run_1/cell_density.png
Drawn at 2 px/um. The die is cut into 18 by 18 equal tiles; dark blue is low, red is high, 0 to 100% covered.
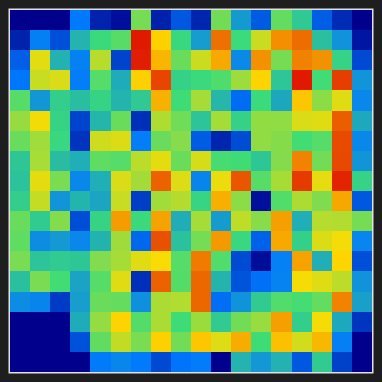
run_1/io_fan.png
Drawn at 2 px/um.
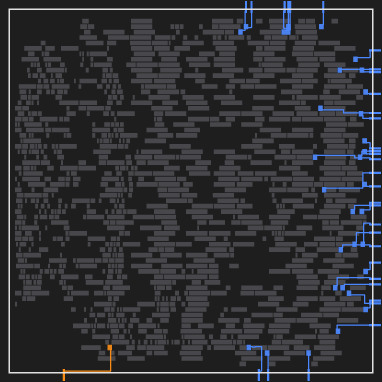
run_1/layer_met1.png
Drawn at 3 px/um. Supply wires on this layer in gray. Cells faint in the background.
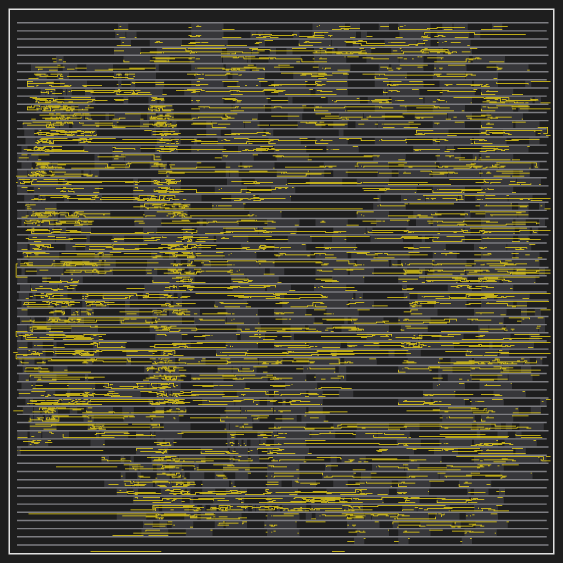
==> config.mk <==
export PLATFORM = sky130hd
export DESIGN_NAME = instr_fetch_queue_flat
export DESIGN_NICKNAME = d
export VERILOG_FILES = /design/src/rtl/instr_fetch_queue_if.sv /design/src/rtl/instr_fetch_queue.sv /design/src/flat_wrapper.sv
export SDC_FILE = /design/constraint.sdc
export NUM_CORES = 1
export LEC_CHECK = 0
export CAP_MARGIN = 40
export CORE_MARGIN = 2
export CORE_UTILIZATION = 45
export CTS_BUF_LIST = sky130_fd_sc_hd__clkbuf_8
export CTS_CLUSTER_SIZE = 20
export DETAILED_ROUTE_END_ITERATION = 8
export DONT_BUFFER_PORTS = 1
export HOLD_SLACK_MARGIN = 0.15
export PLACE_DENSITY = 0.57
export SLEW_MARGIN = 10
export SYNTH_ARGS = -nofsm -noshare
export SYNTH_HDL_FRONTEND = slang
export SYNTH_SLANG_ARGS = --single-unit
==> constraint.sdc <==
create_clock -name clk_i -period 3.8 [get_ports clk_i]
set_clock_uncertainty 0.15 [all_clocks]
set_input_delay 0.57 -clock clk_i [delete_from_list [all_inputs] [get_ports clk_i]]
set_output_delay 0.57 -clock clk_i [all_outputs]
set_load 0.05 [all_outputs]
==> src/rtl/instr_fetch_queue_if.sv <==
// Bundle of the fetch front end's handshakes: redirect input, imem request/response, decode side.
// The master modport is the fetch queue itself; slave is the surrounding pipeline and memory.
interface instr_fetch_queue_if;
    logic        redirect;
    logic [31:0] redirect_pc;
    logic        imem_req_valid;
    logic        imem_req_ready;
    logic [31:0] imem_req_addr;
    logic        imem_rsp_valid;
    logic [31:0] imem_rsp_data;
    logic        instr_valid;
    logic        instr_ready;
    logic [31:0] instr;
    logic [31:0] instr_pc;
    logic        err;

    modport master (
        input  redirect, redirect_pc, imem_req_ready, imem_rsp_valid, imem_rsp_data, instr_ready,
        output imem_req_valid, imem_req_addr, instr_valid, instr, instr_pc, err
    );

    modport slave (
        output redirect, redirect_pc, imem_req_ready, imem_rsp_valid, imem_rsp_data, instr_ready,
        input  imem_req_valid, imem_req_addr, instr_valid, instr, instr_pc, err
    );
endinterface

==> src/rtl/instr_fetch_queue.sv <==
// Fetch front end: issues in-order imem reads under a credit limit, buffers returned words with
// their PC in a DEPTH-entry FIFO for decode, and flushes/discards in-flight work on redirect.
module instr_fetch_queue #(
    parameter int unsigned DEPTH    = 4,
    parameter logic [31:0] RESET_PC = 32'h0
) (
    input  logic                clk_i,
    input  logic                rst_ni,
    instr_fetch_queue_if.master bus
);
    localparam int unsigned CW = $clog2(DEPTH + 1);
    localparam int unsigned PW = $clog2(DEPTH);

    typedef logic [CW-1:0] cnt_t;
    typedef logic [CW:0]   sum_t;
    typedef logic [PW-1:0] ptr_t;

    logic [31:0] fetch_pc_q, fetch_pc_d;
    logic [31:0] rsp_pc_q, rsp_pc_d;
    cnt_t        count_q, count_d;
    cnt_t        outstanding_q, outstanding_d;
    cnt_t        drop_cnt_q, drop_cnt_d;
    logic        err_q, err_d;
    ptr_t        rd_ptr_q, rd_ptr_d;
    ptr_t        wr_ptr_q, wr_ptr_d;

    logic [31:0] data_mem [DEPTH];
    logic [31:0] pc_mem   [DEPTH];

    logic credit_ok;
    logic req_fire;
    logic rsp_fire;
    logic push;
    logic pop;
    logic head_valid;

    // Buffered plus outstanding words never exceed DEPTH, so the FIFO cannot overflow.
    assign credit_ok  = (sum_t'(count_q) + sum_t'(outstanding_q)) < sum_t'(DEPTH);
    assign head_valid = (count_q != '0);

    assign bus.imem_req_valid = rst_ni & ~bus.redirect & credit_ok;
    assign bus.imem_req_addr  = fetch_pc_q;
    assign bus.instr_valid    = head_valid;
    assign bus.instr          = head_valid ? data_mem[rd_ptr_q] : '0;
    assign bus.instr_pc       = head_valid ? pc_mem[rd_ptr_q]   : '0;
    assign bus.err            = err_q;

    assign req_fire = bus.imem_req_valid & bus.imem_req_ready;
    assign rsp_fire = bus.imem_rsp_valid & (outstanding_q != '0);
    assign push     = rsp_fire & (drop_cnt_q == '0) & ~bus.redirect;
    assign pop      = head_valid & bus.instr_ready & ~bus.redirect;

    always_comb begin
        fetch_pc_d    = fetch_pc_q;
        rsp_pc_d      = rsp_pc_q;
        count_d       = count_q;
        drop_cnt_d    = drop_cnt_q;
        rd_ptr_d      = rd_ptr_q;
        wr_ptr_d      = wr_ptr_q;
        err_d         = err_q | (bus.imem_rsp_valid & (outstanding_q == '0));
        outstanding_d = outstanding_q + cnt_t'(req_fire) - cnt_t'(rsp_fire);

        if (bus.redirect) begin
            fetch_pc_d = bus.redirect_pc;
            rsp_pc_d   = bus.redirect_pc;
            count_d    = '0;
            rd_ptr_d   = '0;
            wr_ptr_d   = '0;
            // outstanding already includes words still awaiting a drop, so every
            // remaining in-flight response becomes stale.
            drop_cnt_d = outstanding_q - cnt_t'(rsp_fire);
        end else begin
            if (req_fire) begin
                fetch_pc_d = fetch_pc_q + 32'd4;
            end
            if (rsp_fire && (drop_cnt_q != '0)) begin
                drop_cnt_d = drop_cnt_q - cnt_t'(1);
            end
            if (push) begin
                rsp_pc_d = rsp_pc_q + 32'd4;
                wr_ptr_d = wr_ptr_q + ptr_t'(1);
            end
            if (pop) begin
                rd_ptr_d = rd_ptr_q + ptr_t'(1);
            end
            count_d = count_q + cnt_t'(push) - cnt_t'(pop);
        end
    end

    always_ff @(posedge clk_i or negedge rst_ni) begin
        if (!rst_ni) begin
            fetch_pc_q    <= RESET_PC;
            rsp_pc_q      <= RESET_PC;
            count_q       <= '0;
            outstanding_q <= '0;
            drop_cnt_q    <= '0;
            err_q         <= 1'b0;
            rd_ptr_q      <= '0;
            wr_ptr_q      <= '0;
        end else begin
            fetch_pc_q    <= fetch_pc_d;
            rsp_pc_q      <= rsp_pc_d;
            count_q       <= count_d;
            outstanding_q <= outstanding_d;
            drop_cnt_q    <= drop_cnt_d;
            err_q         <= err_d;
            rd_ptr_q      <= rd_ptr_d;
            wr_ptr_q      <= wr_ptr_d;
        end
    end

    always_ff @(posedge clk_i) begin
        if (push) begin
            data_mem[wr_ptr_q] <= bus.imem_rsp_data;
            pc_mem[wr_ptr_q]   <= rsp_pc_q;
        end
    end
endmodule

==> src/flat_wrapper.sv <==
// flat-port wrapper written by rule: the top's interface ports become plain ports
module instr_fetch_queue_flat 
#(
    parameter int unsigned DEPTH    = 4,
    parameter logic [31:0] RESET_PC = 32'h0
)
  (clk_i, rst_ni, bus_redirect, bus_redirect_pc, bus_imem_req_ready, bus_imem_rsp_valid, bus_imem_rsp_data, bus_instr_ready, bus_imem_req_valid, bus_imem_req_addr, bus_instr_valid, bus_instr, bus_instr_pc, bus_err);
  instr_fetch_queue_if bus_i ();
  input  logic clk_i;
  input  logic rst_ni;
  input wire logic [$bits(bus_i.redirect)-1:0] bus_redirect;
  input wire logic [$bits(bus_i.redirect_pc)-1:0] bus_redirect_pc;
  input wire logic [$bits(bus_i.imem_req_ready)-1:0] bus_imem_req_ready;
  input wire logic [$bits(bus_i.imem_rsp_valid)-1:0] bus_imem_rsp_valid;
  input wire logic [$bits(bus_i.imem_rsp_data)-1:0] bus_imem_rsp_data;
  input wire logic [$bits(bus_i.instr_ready)-1:0] bus_instr_ready;
  output wire logic [$bits(bus_i.imem_req_valid)-1:0] bus_imem_req_valid;
  output wire logic [$bits(bus_i.imem_req_addr)-1:0] bus_imem_req_addr;
  output wire logic [$bits(bus_i.instr_valid)-1:0] bus_instr_valid;
  output wire logic [$bits(bus_i.instr)-1:0] bus_instr;
  output wire logic [$bits(bus_i.instr_pc)-1:0] bus_instr_pc;
  output wire logic [$bits(bus_i.err)-1:0] bus_err;
  assign bus_i.redirect = bus_redirect;
  assign bus_i.redirect_pc = bus_redirect_pc;
  assign bus_i.imem_req_ready = bus_imem_req_ready;
  assign bus_i.imem_rsp_valid = bus_imem_rsp_valid;
  assign bus_i.imem_rsp_data = bus_imem_rsp_data;
  assign bus_i.instr_ready = bus_instr_ready;
  assign bus_imem_req_valid = bus_i.imem_req_valid;
  assign bus_imem_req_addr = bus_i.imem_req_addr;
  assign bus_instr_valid = bus_i.instr_valid;
  assign bus_instr = bus_i.instr;
  assign bus_instr_pc = bus_i.instr_pc;
  assign bus_err = bus_i.err;
  instr_fetch_queue #(.DEPTH(DEPTH), .RESET_PC(RESET_PC)) u_core (.clk_i(clk_i), .rst_ni(rst_ni), .bus(bus_i));
endmodule
==> results_dict.tcl, run 1 <==
# yosys + openroad results
set metrics [dict create \
    status "completed" \
    grt_remaining_overflow 0 \
    cp.arrival_ns 2.64 \
    worstHoldEndpoint "u_core.rd_ptr_q[1]$_DFFE_PN0P_" \
    tightest_slew_ns 0.796 \
    final_area_um2 16400 \
    ys_seq_frac 0.683 \
    tap_cells 396 \
    pre_cts_ws_ns 0.937 \
    whs_ns 0.214 \
    p_sw_frac 0.389 \
    final-clk-cell-share 0.0604 \
    cts_setup_buffers 0 \
    layout_top_cell "edfxtp_1" \
    r2r_end "u_core.count_q[2]$_DFF_PN0_" \
    drive_gt1_frac 0.177 \
    vdd_drop_max_v 0.000278 \
    nonClkBufAreaFrac 0.0583 \
    endpoint "bus_instr_pc[30]" \
    root_buffer "clkbuf_8" \
    wl_met2_mm 15.3 \
    path_delay_family "flip-flops" \
    antenna_found_initial 1 \
]
-- cell_density.png (at the start) --
The mean over all tiles is 49%. The fullest tile reaches 97%. 5.2% of the tiles are nearly empty. 15% of the tiles are over 75% full.

-- io_fan.png (at the start) --
bus_instr: in blue, direction output, end cells 32, buffers 0, wire 389 um. bus_imem_req_valid: in orange, direction output, end cells 1, buffers 0, wire 35.0 um.

-- layer_met1.png (at the start) --
The layer carries 13000 um of wire. 980 nets have wire on it. The layer holds 42% of the routed length.

==> run 1 -> run 2 <==
CAP_MARGIN = 20   (was 40)
run_2/cell_density.png
Drawn at 2 px/um. The die is cut into 18 by 18 equal tiles; dark blue is low, red is high, 0 to 100% covered.
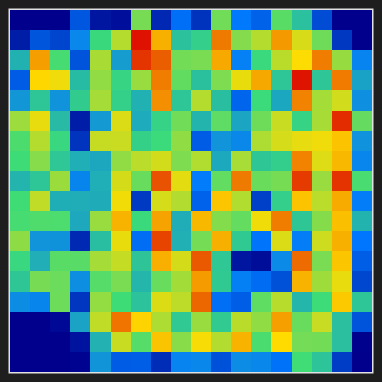
The fullest tile reaches 98%. 5.6% of the tiles are nearly empty. 15% of the tiles are over 75% full. The mean over all tiles is 49%.

run_2/io_fan.png
Drawn at 2 px/um.
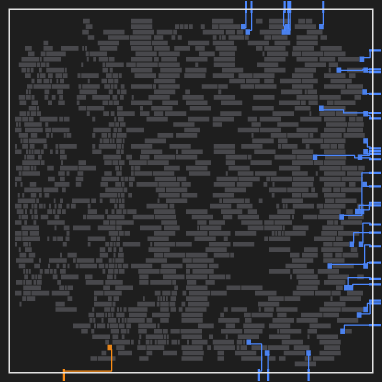
bus_instr: in blue, direction output, end cells 32, buffers 0, wire 373 um. bus_imem_req_valid: in orange, direction output, end cells 1, buffers 0, wire 35.0 um.

run_2/sizes.png
Drawn at 2 px/um.
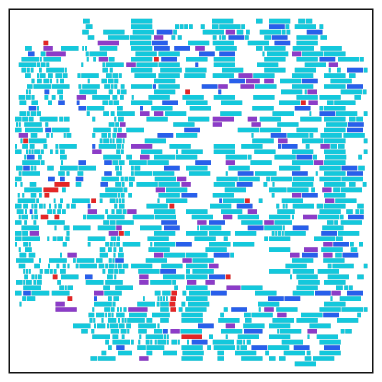
_6 and larger: in purple, cells 74. _0 and _1 cells: in cyan, cells 834. _3 and _4 cells: in red, cells 22. _2 cells: in blue, cells 96.

==> run 2 against run 1 <==
Against the previous run:
- count of clock-buffer cells in the layout rose by 5
- first-iteration DRC count increased by 0.17%
- sequential share of layout area fell by 0.42 points
- register-to-register slack lost 0.03 ns
- design area rose by 0.72%
- combinational power is essentially flat
- utilization up 0.38 points
- critical endpoint unchanged
- largest cell class unchanged
- largest power group unchanged
==> results_dict.tcl, run 2 <==
# yosys + openroad results
set metrics [dict create \
    nonClkBufAreaFrac 0.0568 \
    yosys_area_um2 14100 \
    m1WireLength_mm 12.9 \
    drive_gt1_frac 0.187 \
    pre_cts_ws_ns 0.936 \
    final-clk-cell-share 0.0680 \
    cp.arrival_ns 2.66 \
    final_area_um2 16500 \
    wl_met2_mm 15.5 \
    path_delay_family "flip-flops" \
    critPathKind "reg2out" \
    r2r_setup_slack_ns 0.95 \
    root_buffer "clkbuf_8" \
    antenna_found_initial 1 \
    worstHoldEndpoint "u_core.wr_ptr_q[1]$_DFFE_PN0N_" \
    p_int_mw 6.83 \
    tap_cells 396 \
    vdd_drop_max_v 0.000319 \
    cpMaxStageDelayCell "dfrtp_4" \
    drc 0 \
    endpoint "bus_instr_pc[30]" \
    powerDensity_nw_per_um2 670 \
    tightest_slew_ns 0.909 \
    ys_types 55 \
    ys_seq_frac 0.683 \
    hold_violations 0 \
    p_sw_frac 0.382 \
    r2r_end "u_core.count_q[2]$_DFF_PN0_" \
    status "completed" \
    layout_top_cell "edfxtp_1" \
    whs_ns 0.202 \
    cts_setup_buffers 0 \
]
Power and IR drop assume default switching activity.
